[src/rtl/boton_acond.sv]
// Pushbutton conditioner: synchronize, debounce, edge-detect and auto-repeat four buttons into command pulses.
// Latency: first pulse is high for one cycle after the (DEB_CYC+3)th edge following a clean raw press.
// Backpressure: none; en_i=0 masks pulses and parks the FSMs in IDLE while debouncing keeps running.
module boton_acond #(
  parameter int DEB_CYC = 500000,
  parameter int REP_DLY = 50000000,
  parameter int REP_PER = 10000000,
  parameter int CNT_W   = 26
) (
  input  logic       CLKNEXYS,
  input  logic       MRst,
  input  logic [3:0] btn_i,
  input  logic       en_i,
  output logic       aumC_o,
  output logic       aumf_o,
  output logic       bajaC_o,
  output logic       bajaf_o,
  output logic [3:0] btn_db_o
);

  localparam logic [CNT_W-1:0] DEB_LAST = CNT_W'(DEB_CYC - 1);
  localparam logic [CNT_W-1:0] DLY_LAST = CNT_W'(REP_DLY - 1);
  localparam logic [CNT_W-1:0] PER_LAST = CNT_W'(REP_PER - 1);
  localparam logic [CNT_W-1:0] CNT_ONE  = CNT_W'(1);

  typedef enum logic [1:0] {
    IDLE     = 2'd0,
    HOLD_DLY = 2'd1,
    REPEAT   = 2'd2
  } state_t;

  logic [3:0]       sync1;
  logic [3:0]       sync2;
  logic [3:0]       stable;
  logic [3:0]       stable_d;
  logic [3:0]       rise;
  logic [3:0]       mask;
  logic [3:0]       pulse;
  logic [CNT_W-1:0] deb_cnt [4];
  logic [CNT_W-1:0] rep_cnt [4];
  state_t           st      [4];

  // Two-flop synchronizer for the asynchronous raw buttons.
  always_ff @(posedge CLKNEXYS or negedge MRst) begin
    if (!MRst) begin
      sync1 <= '0;
      sync2 <= '0;
    end else begin
      sync1 <= btn_i;
      sync2 <= sync1;
    end
  end

  // Per-bit debounce: accept a new level after DEB_CYC consecutive differing cycles; keep a delayed copy for edge detect.
  always_ff @(posedge CLKNEXYS or negedge MRst) begin
    if (!MRst) begin
      stable   <= '0;
      stable_d <= '0;
      for (int i = 0; i < 4; i++) deb_cnt[i] <= '0;
    end else begin
      stable_d <= stable;
      for (int i = 0; i < 4; i++) begin
        if (sync2[i] == stable[i]) begin
          deb_cnt[i] <= '0;
        end else if (deb_cnt[i] == DEB_LAST) begin
          stable[i]  <= sync2[i];
          deb_cnt[i] <= '0;
        end else begin
          deb_cnt[i] <= deb_cnt[i] + CNT_ONE;
        end
      end
    end
  end

  // Rising edge of the stable level and up/down pair conflict masks (both from flops, no path from btn_i).
  always_comb begin
    rise    = stable & ~stable_d;
    mask    = '0;
    mask[0] = stable[0] & stable[2];
    mask[2] = stable[0] & stable[2];
    mask[1] = stable[1] & stable[3];
    mask[3] = stable[1] & stable[3];
  end

  // Per-bit press/hold/repeat FSM; pulses are registered here and masked during a pair conflict.
  always_ff @(posedge CLKNEXYS or negedge MRst) begin
    if (!MRst) begin
      pulse <= '0;
      for (int i = 0; i < 4; i++) begin
        st[i]      <= IDLE;
        rep_cnt[i] <= '0;
      end
    end else if (!en_i) begin
      pulse <= '0;
      for (int i = 0; i < 4; i++) begin
        st[i]      <= IDLE;
        rep_cnt[i] <= '0;
      end
    end else begin
      for (int i = 0; i < 4; i++) begin
        pulse[i] <= 1'b0;
        case (st[i])
          IDLE: begin
            rep_cnt[i] <= '0;
            if (rise[i]) begin
              pulse[i] <= ~mask[i];
              st[i]    <= HOLD_DLY;
            end
          end
          HOLD_DLY: begin
            if (!stable[i]) begin
              st[i]      <= IDLE;
              rep_cnt[i] <= '0;
            end else if (rep_cnt[i] == DLY_LAST) begin
              pulse[i]   <= ~mask[i];
              rep_cnt[i] <= '0;
              st[i]      <= REPEAT;
            end else begin
              rep_cnt[i] <= rep_cnt[i] + CNT_ONE;
            end
          end
          REPEAT: begin
            if (!stable[i]) begin
              st[i]      <= IDLE;
              rep_cnt[i] <= '0;
            end else if (rep_cnt[i] == PER_LAST) begin
              pulse[i]   <= ~mask[i];
              rep_cnt[i] <= '0;
            end else begin
              rep_cnt[i] <= rep_cnt[i] + CNT_ONE;
            end
          end
          default: begin
            st[i]      <= IDLE;
            rep_cnt[i] <= '0;
          end
        endcase
      end
    end
  end

  assign aumC_o   = pulse[0];
  assign aumf_o   = pulse[1];
  assign bajaC_o  = pulse[2];
  assign bajaf_o  = pulse[3];
  assign btn_db_o = stable;

endmodule

[config.mk]
export PLATFORM = sky130hd
export DESIGN_NAME = boton_acond
export DESIGN_NICKNAME = d
export VERILOG_FILES = /design/src/rtl/boton_acond.sv
export SDC_FILE = /design/constraint.sdc
export NUM_CORES = 1
export LEC_CHECK = 0
export CAP_MARGIN = 20
export CORE_MARGIN = 2
export CORE_UTILIZATION = 47
export DETAILED_ROUTE_END_ITERATION = 6
export GPL_ROUTABILITY_DRIVEN = 0
export SLEW_MARGIN = 20
export SYNTH_ARGS = -nofsm -noshare
export SYNTH_HDL_FRONTEND = slang
export SYNTH_SLANG_ARGS = --single-unit
[constraint.sdc]
create_clock -name CLKNEXYS -period 1.94 [get_ports CLKNEXYS]
set_input_delay 0.388 -clock CLKNEXYS [delete_from_list [all_inputs] [get_ports CLKNEXYS]]
set_output_delay 0.388 -clock CLKNEXYS [all_outputs]
set_load 0.03 [all_outputs]
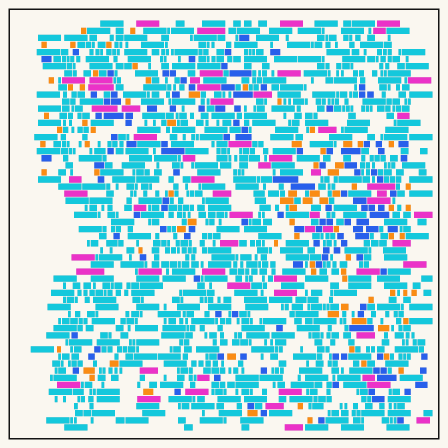
**Above:** cell sizes after repair.
_0 and _1 cells: drawn in cyan, cells 1112, share 80%. _2 cells: drawn in orange, cells 81, share 5.8%. _6 and larger: drawn in magenta, cells 61, share 4.4%. _3 and _4 cells: drawn in blue, cells 133, share 9.6%.
Area Overhead vs Synth: 23.3%
non-clock buffer count: 134
final instance area: 14900 um2
Final Worst Setup Slack: -0.252 ns

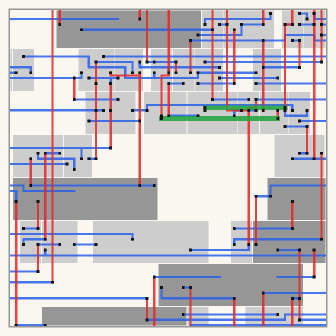
**Above:** zoomed window.
Region (113, 113) to (133, 133) um. Cells in grey, sequential cells in the stronger grey; small squares are vias.
metal 1: drawn in blue. metal 3: drawn in green. metal 2: drawn in red.
Netlist names of flops here include deb_cnt (2), rep_cnt (2). Sequential cells in the window: 4. Most frequent: nor2_1 (5), nand2_1 (4), dfrtp_1 (4). 28 logic cells have their middle in the window.

==> summary.txt <==
run results: status complete, but fails checks, violated checks negative setup slack, Synth Net Count around 1300, mapped cell area 12100 um2, Reg area between 5000 and 6000 um2, reg2reg end rep_cnt[31]$_DFF_PN0_, critical path data arrival time approximately 2.6 ns, # placed instances approximately 1700, pre-CTS setup slack -0.225 ns, Tmin final between 2 and 2.5 ns, GRT overflow 0, cell family with most CP delay simple AND/OR/NAND/NOR gates, yosys cell count roughly 1200, Seq share, synth about half, multi-input combinational area share roughly two fifths, flop2flop setup slack -0.25 ns, CTS Buf Count 27, Slew Viols, Final 0, Clock Pin Slew Worst Setup and Hold Paths approximately 0.060 ns, Die X ~160 um, Non-CTS inverters 39, Synth Area in Compound Gates 2.19%, CP Launch Type register, Mean Syn Cell Area between 9 and 10 um2, Vias 8991, Residual DRC 0, Setup crit end kind register, Buf/Inv on CP 1, Synth Flop Type dfrtp_1, Worst Hold Endpoint sync1[3]$_DFF_PN0_, yosys xor share 14.1%, Post-Synth Simple-Gate Area ~28%, IR drop worst, VDD between 0.7 and 0.8 mV, diodes inserted 0, DR iter-0 viols approximately 570, Synthesis Warnings 0, drt first pass iters 4, placed inst area 13400 um2, RR Startpoint rep_cnt[50]$_DFF_PN0_, CTS tree built, most frequent cells in the layout dfrtp_1, nor2_1, xor2_1, buf_4, nand3_1, MUX share of area less than 1%, Final Worst Setup Slack -0.252 ns, Fmax 456 MHz, Final Hold Vio Count 0, nets roughly 1400, Critical Path, Cell by Cell or4b_4 > nor4_4 > a41oi_2 > o2111ai_4 > buf_12 > nor2_1, Worst Path Class, Setup reg2reg, stages on the worst setup path 6, # IOs 15, tool warnings around 44, R2R depth 6, Adder Area Share around 2.8%, Hold Crit Start btn_i[3], Seq cells between 200 and 250, initial antenna violation count 0, Gate Area between 6000 and 7000 um2, fillcell total around 2200, DPL Wire Length about 16000 um, most common logic cell in the routed design dfrtp_1, hold crit path type in2reg, Root Buffer clkbuf_16, FF+latch count, synth 236, pwr dens about 700 nW/um2, worst-margin pin slew 0.448 ns, cell count of the worst hold path 1, period utilization 113%, Late-Pin Clk Latency approximately 0.53 ns, setup TNS -14.56 ns, cells after synthesis 1246, final setup vio count around 83, Routed WL per cell 14.3 um, Top logic family simple AND/OR/NAND/NOR gates, Max Cap Viol 0, Overall Power ~10 mW, vias in the first global route slightly below 9000, Rel. slew slack a little over two thirds, crit path max-delay cell type or4b_4, fp_density 47.9%, pin count of the biggest net entering global routing between 60 and 70, Synth async-reset ratio 100%, Clock Skew between 0.02 and 0.025 ns
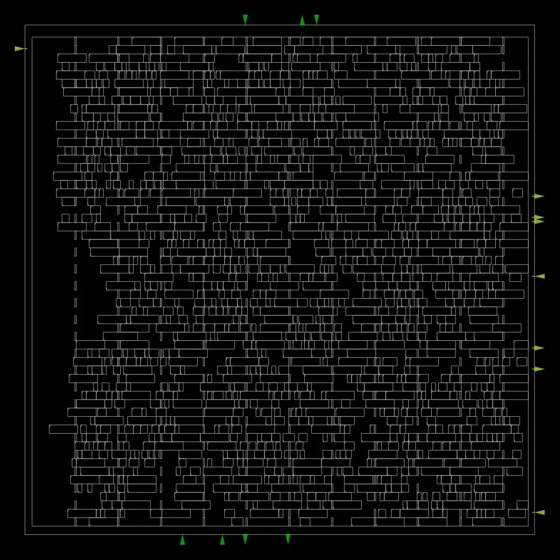
**Above:** placed standard cells.
Seq area share: 39.6%
# Taps: 330
fin util: 59.0%
row cnt: 58

==> metal layers <==
metal	global-route usage, %	routed length [um]	vias to the layer above
met4	3.64	310	0
met2	30.2	11300	85
met3	2.64	709	21
li1	-	-	4520
met5	0	0	-
met1	27.0	12200	4365
==> what timing repair did <==
item	4_1_cts	5_1_grt
gates resized	44	67
setup endpoints to repair	90	162
endpoints found under the hold margin	25	0
pin swaps	21	20
buffers inserted	1	4
gates cloned	4	4
hold buffers	1	0
==> Yosys cell counts (3+ instances only) <==
master	count	share of area, %
ha_1	27	2.8
a21oi_1	4	0.17
and3_1	29	1.5
mux2_2	3	0.28
or2_2	4	0.21
nor2_1	235	7.3
or4bb_1	4	0.37
a21boi_1	3	0.19
dfrtp_1	236	49
nand4b_1	4	0.29
buf_4	3	0.19
nor4_2	4	0.41
mux2i_1	6	0.50
nor4_1	26	1.3
xnor2_1	83	6.0
nand2_1	79	2.5
nor4bb_1	3	0.25
clkbuf_1	27	0.84
and4_1	19	1.4
xor2_1	111	8.0
buf_2	7	0.29
nand2b_1	10	0.52
and2_1	6	0.31
nor2_2	10	0.52
inv_1	39	1.2
nor3_1	46	1.9
nand3_1	96	4.0
o21ai_0	5	0.21
nand4_1	62	3.2
or4_1	4	0.25
buf_6	4	0.37
nor4b_1	8	0.58
==> power breakdown <==
group          internal [mW]  total (mW)  switching (mW)
Sequential              4.95        4.98          0.0238
Clock                   3.24        5.18            1.95
Combinational         0.0978       0.282           0.184
Total                   8.29        10.4            2.15
==> sequential cells by signal, summed over array words and instances, names as in the netlist <==
register,count
rep_cnt,104
sync1,4
deb_cnt,104
sync2,4
btn_db_o,4
stable_d,4
st,8
pulse,4
Power figures rest on the tool's default switching activity, not on a simulated workload.
